Design sid_i2s_tx, sky130hd; sources not shown.
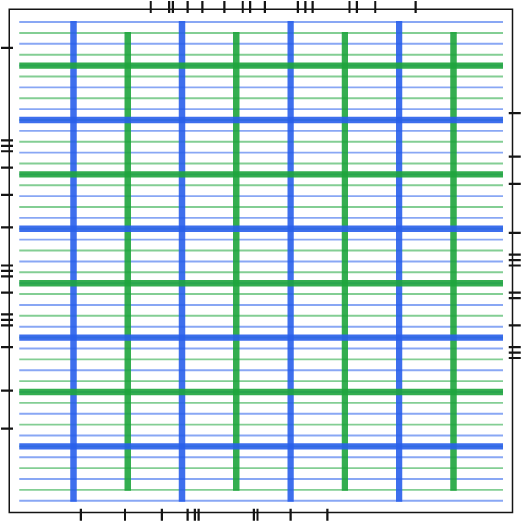
**Above:** PDN straps and rails.
Scale: 4 px per um. Pins as bars on the die edge.
| color | net |
|---|---|
| green | VDD |
| blue | VSS |
met5 straps: 8
rows: 44
signal pins: 56
met4 straps: 8
Vert. Die Dim: 125 um
Core Footprint: 14500 sq um
Peak VDD IR: 393 uV

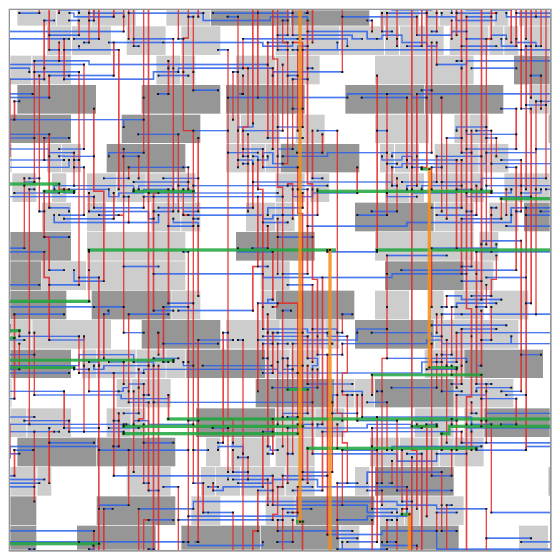
**Above:** a small window of the routed layout.
Region (38, 63) to (88, 113) um. Cells in gray, sequential cells in the stronger gray; small squares are vias.
| color | layer |
|---|---|
| red | metal 2 |
| green | metal 3 |
| orange | metal 4 |
| blue | metal 1 |
cells with their middle in the window: 169
most frequent: dfxtp_1 (36), nand2_1 (32)
sequential cells in the window: 36

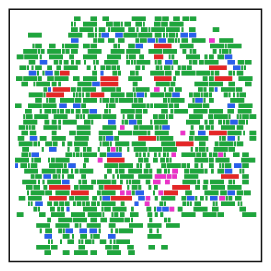
**Above:** cell sizes after repair.
Scale: 2 px per um.
| color | size | cells |
|---|---|---|
| green | _0 and _1 cells | 710 |
| blue | _2 cells | 59 |
| magenta | _3 and _4 cells | 21 |
| red | _6 and larger | 23 |
Repair and plain buffers: 69
P&R area growth vs syn: 15.4%
Setup WS post-layout: 1.30 ns
Finished Cell Area: 8500 sq um

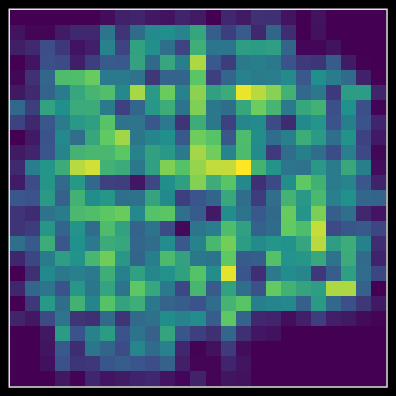
**Above:** wiring heat map.
Scale: 3 px per um. 25 x 25 tiles, from dark purple (low) to yellow (high), scaled to the fullest tile. Values are wire area over tile area, all layers added.
nearly empty tiles: 14%
emptiest ninth of the die: south-east
fullest tile: 0.49
tiles over half the peak: 27%
gr usage total: 0.224
WL per Instance: 16.9 um
via count: 5881
Detailed Route WL: 16.9 mm

==> Changelog: implementation <==
## Implementation

* Tcrit/Tclk final at 0.629
* Chip Area at 15700 sq um
* PD cells at 480 nW/um^2
* Clock Sinks at 165
* Seq pwr share at 0.479
* GR Overflow Total at 0
* Met1 Use GR at 0.277
* Hold Crit Depth at 1
* Worst Hold Class: reg2reg
* Remaining DRCs at 0
* Crit path capture type: flip-flop
* Port Buf Inserts at 55
* Tool Warnings at 26
* Min Tclk post-route at 2.20 ns
* Clk_lat worst skew at 0.42 ns
* Total Neg Setup Slack at 0 ns
* Post-synth regs at 165
* Fin. max-slew vios at 0
* Combinational power share at 0.074
* Async SR Flop Fraction at 0
* Count leader, synth: dfxtp_1
* 1st-pass router iterations at 5
* Ys Warns at 0
* Util after Layout at 0.587
* Ant diodes at 0
* Commonest flop: dfxtp_1
* Max FFs per register at 57
* Root buf cell: clkbuf_16
* R2R depth at 5
* Pint at 0.00316 W
* Slew @ Worst Pin at 0.891 ns
* Syn Area/Cell at 9.31 sq um
* Met2 usage at 0.367
* Logic area at 3700 sq um
* Adder-cell share of the synthesized area at 0.00340
* Clock skew at 0.00826 ns
* Rows at 44
* FF/Latch Area at 3300 sq um
* Complex Gates by Area at 0.191
* EDFF count, synth at 0
* Post-cts sizing count at 0
* Yosys cell types at 31
* FP Core Util at 0.509
* # Cells Yosys at 792
* Synth Seq Share at 0.448
* Cts hold-fix bufs at 0
* # nets final at 853
* Top cell area share at 0.448
* GR Layer Usage met3 at 0.0526
* Xor-xnor portion of the synthesized cell area at 0.00356
* Max Clk Rate at 455 MHz
* Via density at 5.90
* Reg clk slew, reported paths at 0.07 ns
* Placed cell area at 7920 sq um
* Max layer used: met4
* Mux share at 0.204
* CTS tree: yes
* Switch Pwr at 0.000926 W
* Final hold vios at 0
* Simple-Gate Area Share at 0.0986
* Slew Limit Headroom at 0.406
* Static Leak at 3.26 nW
* Netlist Area Pre-Place at 7370 sq um
* Fill cells at 1223
* Num CTS Buffers at 17
* Setup Buffers After CTS at 0
* RSZ-0062 raised after global routing: false
* Status: finished, final reports clean
* Post-Syn Instances at 792
* Worst hold slack at 0.441 ns
* GRT busiest layer: met2
* First-pass GRT wire length at 28.2 mm
* Post-DP HPWL at 9.76 mm
* Total power at 0.00408 W
* Max cap viols at 0
* CP Launch Type: flip-flop
* Top cells, area: dfxtp_1 (45%), mux2i_1 (13%), a211oi_1 (9.6%)
* Clock Power Share at 0.448
* Number of global-route vias before repair at 5824
* Count of final setup violators at 0
* Worst Path Arrival at 2.54 ns
* GP Congestion at 0.721
* Proportion of layout cells with a drive suffix above 1 at 0.127
* Initial detailed-routing violation count at 586
* Chip Width at 125 um
* Largest net degree at the start of global routing at 99
* Met3 wire len at 840 um
* Yosys Chip Area at 7370 sq um
* Crit Path Category: reg2reg
* ANT nets after route at 0
* Sw frac at 0.227
* Data required time of the worst path at 3.84 ns
* Longest Clk Path Bufs at 2
* Crit-path max FO at 29
* Main logic family after synthesis: multiplexers
* Routed met1 length at 7.70 mm
* R2r setup slk at 1.30 ns
* Wire length on met2 at 8.14 mm
* Synth area leader: dfxtp_1
* Top cells by count: dfxtp_1 (165), nand2_1 (158), mux2i_1 (96), a211oi_1 (94), o21ai_0 (50)
* Syn_nets at 845
* # IOs at 56
* Initial antenna violation count at 0
* Htree depth at 4
==> cells in the final DEF (no fill, tap or decap), types with 13 or more instances in the layout <==
cell type,Yosys,routed
o21ai_0,50,50
o22ai_1,48,48
clkbuf_16,0,17
a211oi_1,94,94
a21oi_1,13,13
buf_4,6,13
mux2i_1,96,96
clkdlybuf4s50_1,0,53
mux2_2,48,48
dfxtp_1,165,164
nand2_1,158,157
==> power groups by stage <==
stage	combinational (W)	sequential, W	clock [W]
floorplan	0.000200	0.00198	0
global placement	0.000291	0.00199	0
detailed placement	0.000301	0.00199	0
CTS	0.000302	0.00195	0.00186
global route	0.000328	0.00196	0.00195
finish	0.000301	0.00195	0.00183
==> worst max-delay path: stages, from the launching register on <==
cell and delay (ns):
dfxtp_1 0.34, ha_1 0.34, nand4_2 0.39, o21ai_4 0.25, buf_4 0.51, mux2i_1 0.28
==> final cells by class <==
class | count | area share
sequential | 165 | 0.389
timing repair buffer | 69 | 0.0792
inverter | 2 | 0.000883
clock buffer | 20 | 0.0537
clock inverter | 12 | 0.0153
multi-input combinational | 545 | 0.435
tap | 184 | 0.0271
==> metrics by stage <==
stage	instances	setup WS (ns)
2_1_floorplan	792	1.93
3_3_place_gp	965	1.37
3_5_place_dp	965	1.32
4_1_cts	997	1.29
5_1_grt	997	1.14
6_report	997	1.30
==> cells by family (layout without fill, tap and decap cells) <==
| kind of cell | Yosys count | in the layout |
|---|---|---|
| AOI/OAI and AO/OA | 216 | 216 |
| and+or+nand+nor | 180 | 180 |
| DFF | 165 | 165 |
| muxes | 144 | 144 |
| buffers and inverters | 82 | 103 |
| xor gates and xnor gates | 3 | 3 |
| adders and majority gates | 2 | 2 |
No activity file was given, so power comes from the tool's default toggle rates.
